`config.mk`:
```
export PLATFORM = sky130hd
export DESIGN_NAME = cmd_frame_accumulator
export DESIGN_NICKNAME = d
export VERILOG_FILES = /design/src/rtl/cmd_frame_accumulator.sv
export SDC_FILE = /design/constraint.sdc
export NUM_CORES = 2
export LEC_CHECK = 0
export CAP_MARGIN = 20
export CORE_AREA = 2 2 404 406
export CTS_CLUSTER_SIZE = 8
export DETAILED_ROUTE_END_ITERATION = 10
export DIE_AREA = 0 0 406 408
export PLACE_DENSITY = 0.55
export SLEW_MARGIN = 0
export SYNTH_ARGS = -nofsm -noshare
export SYNTH_HDL_FRONTEND = slang
export SYNTH_SLANG_ARGS = --single-unit
```
`constraint.sdc`:
```
create_clock -name clk -period 2.65 [get_ports clk]
set_clock_uncertainty 0.15 [all_clocks]
set_input_delay 0.53 -clock clk [delete_from_list [all_inputs] [get_ports clk]]
set_output_delay 0.53 -clock clk [all_outputs]
set_load 0.1 [all_outputs]
```
`src/rtl/cmd_frame_accumulator.sv`:
```
// cmd_frame_accumulator: collects UART bytes into a delimiter- or length-framed buffer held until ack
module cmd_frame_accumulator #(
    parameter int         MAX_BYTES = 128,
    parameter int         SIZE_W    = 8,
    parameter int         TIMEOUT   = 2000,
    parameter logic [7:0] SOF_BYTE  = 8'hA5,
    parameter logic [7:0] EOF_BYTE  = 8'h0D
) (
    input  logic                   clk,
    input  logic                   reset,
    input  logic                   enable,
    input  logic                   mode_len,
    input  logic [7:0]             in_byte,
    input  logic                   in_valid,
    input  logic                   frame_ack,
    output logic [MAX_BYTES*8-1:0] frame_data,
    output logic [SIZE_W-1:0]      frame_size,
    output logic                   frame_valid,
    output logic                   busy,
    output logic                   error,
    output logic [1:0]             err_code
);
    localparam int TW = $clog2(TIMEOUT + 1);
    typedef enum logic [1:0] {IDLE, GET_LEN, COLLECT, HOLD} state_t;
    state_t state_q, state_d;
    logic [MAX_BYTES*8-1:0] data_q, data_d;
    logic [SIZE_W-1:0] size_q, size_d, len_q, len_d;
    logic [TW-1:0] timer_q, timer_d;
    logic mode_q, mode_d, error_q, error_d;
    logic [1:0] err_q, err_d;
    logic sof;
    assign sof = enable && in_valid && in_byte == SOF_BYTE;
    always_comb begin
        state_d = state_q;
        data_d  = data_q;
        size_d  = size_q;
        len_d   = len_q;
        timer_d = '0;
        mode_d  = mode_q;
        err_d   = err_q;
        error_d = 1'b0;
        // an ack in HOLD frees the buffer in the same cycle, so a new SOF starts without a gap
        if ((state_q == IDLE || (state_q == HOLD && frame_ack)) && sof) begin
            state_d = mode_len ? GET_LEN : COLLECT;
            data_d  = '0;
            size_d  = '0;
            err_d   = 2'd0;
            mode_d  = mode_len;
        end else if (state_q == HOLD) begin
            if (frame_ack) state_d = IDLE;
        end else if (state_q != IDLE) begin
            if (!enable) begin
                state_d = IDLE;
            end else if (!in_valid) begin
                if (timer_q == TW'(TIMEOUT - 1)) begin
                    state_d = IDLE;
                    err_d   = 2'd1;
                    error_d = 1'b1;
                end else begin
                    timer_d = timer_q + 1'b1;
                end
            end else if (state_q == GET_LEN) begin
                if (in_byte == 8'd0 || int'(in_byte) > MAX_BYTES) begin
                    state_d = IDLE;
                    err_d   = 2'd3;
                    error_d = 1'b1;
                end else begin
                    len_d   = SIZE_W'(in_byte);
                    state_d = COLLECT;
                end
            end else if (!mode_q && in_byte == EOF_BYTE) begin
                state_d = HOLD;
            end else if (size_q == SIZE_W'(MAX_BYTES)) begin
                state_d = IDLE;
                err_d   = 2'd2;
                error_d = 1'b1;
            end else begin
                for (int i = 0; i < MAX_BYTES; i++)
                    if (size_q == SIZE_W'(i)) data_d[8*i +: 8] = in_byte;
                size_d = size_q + 1'b1;
                if (mode_q && size_d == len_q) state_d = HOLD;
            end
        end
    end
    always_ff @(posedge clk) begin
        if (reset) begin
            state_q <= IDLE;
            data_q  <= '0;
            size_q  <= '0;
            len_q   <= '0;
            timer_q <= '0;
            mode_q  <= 1'b0;
            err_q   <= 2'd0;
            error_q <= 1'b0;
        end else begin
            state_q <= state_d;
            data_q  <= data_d;
            size_q  <= size_d;
            len_q   <= len_d;
            timer_q <= timer_d;
            mode_q  <= mode_d;
            err_q   <= err_d;
            error_q <= error_d;
        end
    end
    assign frame_data  = data_q;
    assign frame_size  = size_q;
    assign frame_valid = state_q == HOLD;
    assign busy        = state_q != IDLE;
    assign error       = error_q;
    assign err_code    = err_q;
endmodule

```
==> summary.txt <==
yosys + openroad results -> sequential share of power 45.5%, CTS tree done, CP max-delay cell nor4_4, YS chip area 39000 sq um, Worst EP arrival 3.02 ns, Worst Setup SP frame_size[0]$_SDFFE_PP0P_, crit path time final 2.54 ns, Post-CTS Resized 0, invs w/o clock 7, Post-layout nets 5072, WP buf/inv 4, Syn-to-layout area delta 48.0%, Syn Area/Cell 10.3 sq um, Die X 406 um, hpwl dp 124000 um, DR pass1 iterations 5, Hold Fails Final Rpt 0, crit-path leading delay family simple AND/OR/NAND/NOR gates, Clock buf/inv share 7.34%, Comb power frac 3.3%, setup violators final 0, die height 408 um, status finished, final reports clean, XORs/XNORs by Area 0.606%, fin. max-slew vios 0, number of global-route vias before repair 31600, Sw Share 23.4%, tool warnings 31, pin count of the biggest net entering global routing 73, WHS 0.109 ns, CTS Root Cell clkbuf_16, GPL Wtd Cong 0.813
## sequential cells by signal, indices dropped and copies added, names as in the netlist
| signal | cells |
|---|---|
| state_q | 2 |
| timer_q | 11 |
| err_code | 2 |
| frame_data | 1024 |
| frame_size | 8 |
| len_q | 8 |
| mode_q | 1 |
| error | 1 |
## per-stage QoR
stage	util (%)	worst slack, ns	power [mW]	cell area, sq um
detailed placement	33.1	-0.342	17.4	53400
global placement	33.1	-0.334	17.4	53400
CTS	35.7	0.0382	35.5	57700
floorplan	-	-0.142	16.7	39100
finish	35.7	0.107	35.0	57700
global route	35.7	-0.00290	36.1	57700
## metal layers
layer	GRT usage, %	share of wire (%)
met3	6.28	7.8
met4	7.31	3.5
met5	0	0.0065
met1	23.2	41
met2	33.6	48
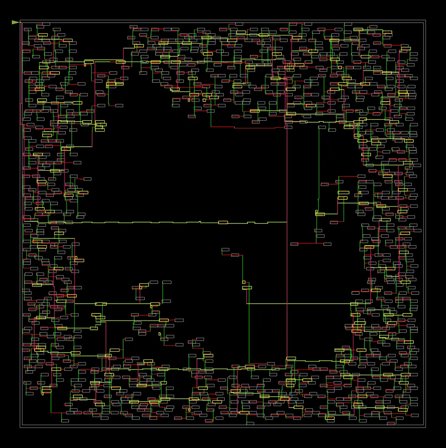
(images/clock_nets.png)
clk ins delay skew pair: 0.78 ns
clkbuf count: 163

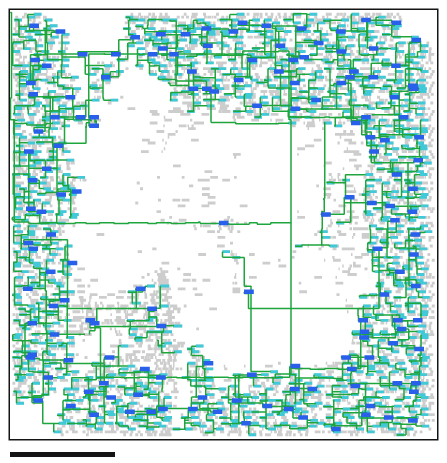
(images/clock_wires.png)
Bar = 100 um.
flip-flops -> cyan  # count 1057
clock-net drivers -> blue  # count 153
clock wires -> green  # length 15700 um
flops lie = spread over the die
Clk network pwr share: 51.2%
Clock net power: 17.9 mW

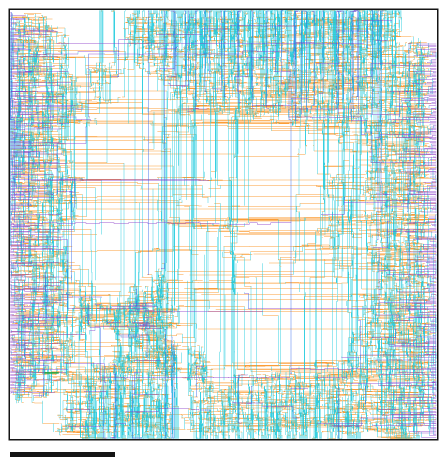
(images/layers.png)
Bar = 100 um.
M1 -> orange  # wire length 69.1 mm
M5 -> green  # wire length 12.0 um
M2 -> cyan  # wire length 81.2 mm
M4 -> blue  # wire length 5850 um
M3 -> purple  # wire length 13100 um
Vias: 31600
wire per inst: 23.3 um
Routed Wire Length: 169000 um
Total GRT Usage: 19.8%

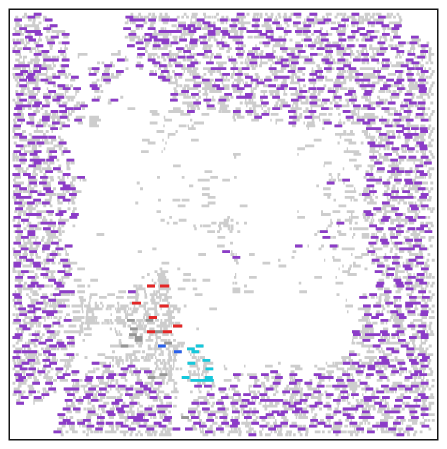
(images/ff_map.png)
Other sequential cells in the stronger grey, the rest of the logic in the fainter grey.
timer_q -> cyan  # flops 11, where bottom centre
frame_size -> red  # flops 8
frame_data -> purple  # flops 1024, where spread over the die
state_q -> blue  # flops 2
not coloured = 12
Util after Layout: 35.7%
P_seq: 15.9 mW
register area: 21200 sq um
flop share of the area: 36.7%

Power is estimated from default activity; no workload was simulated.
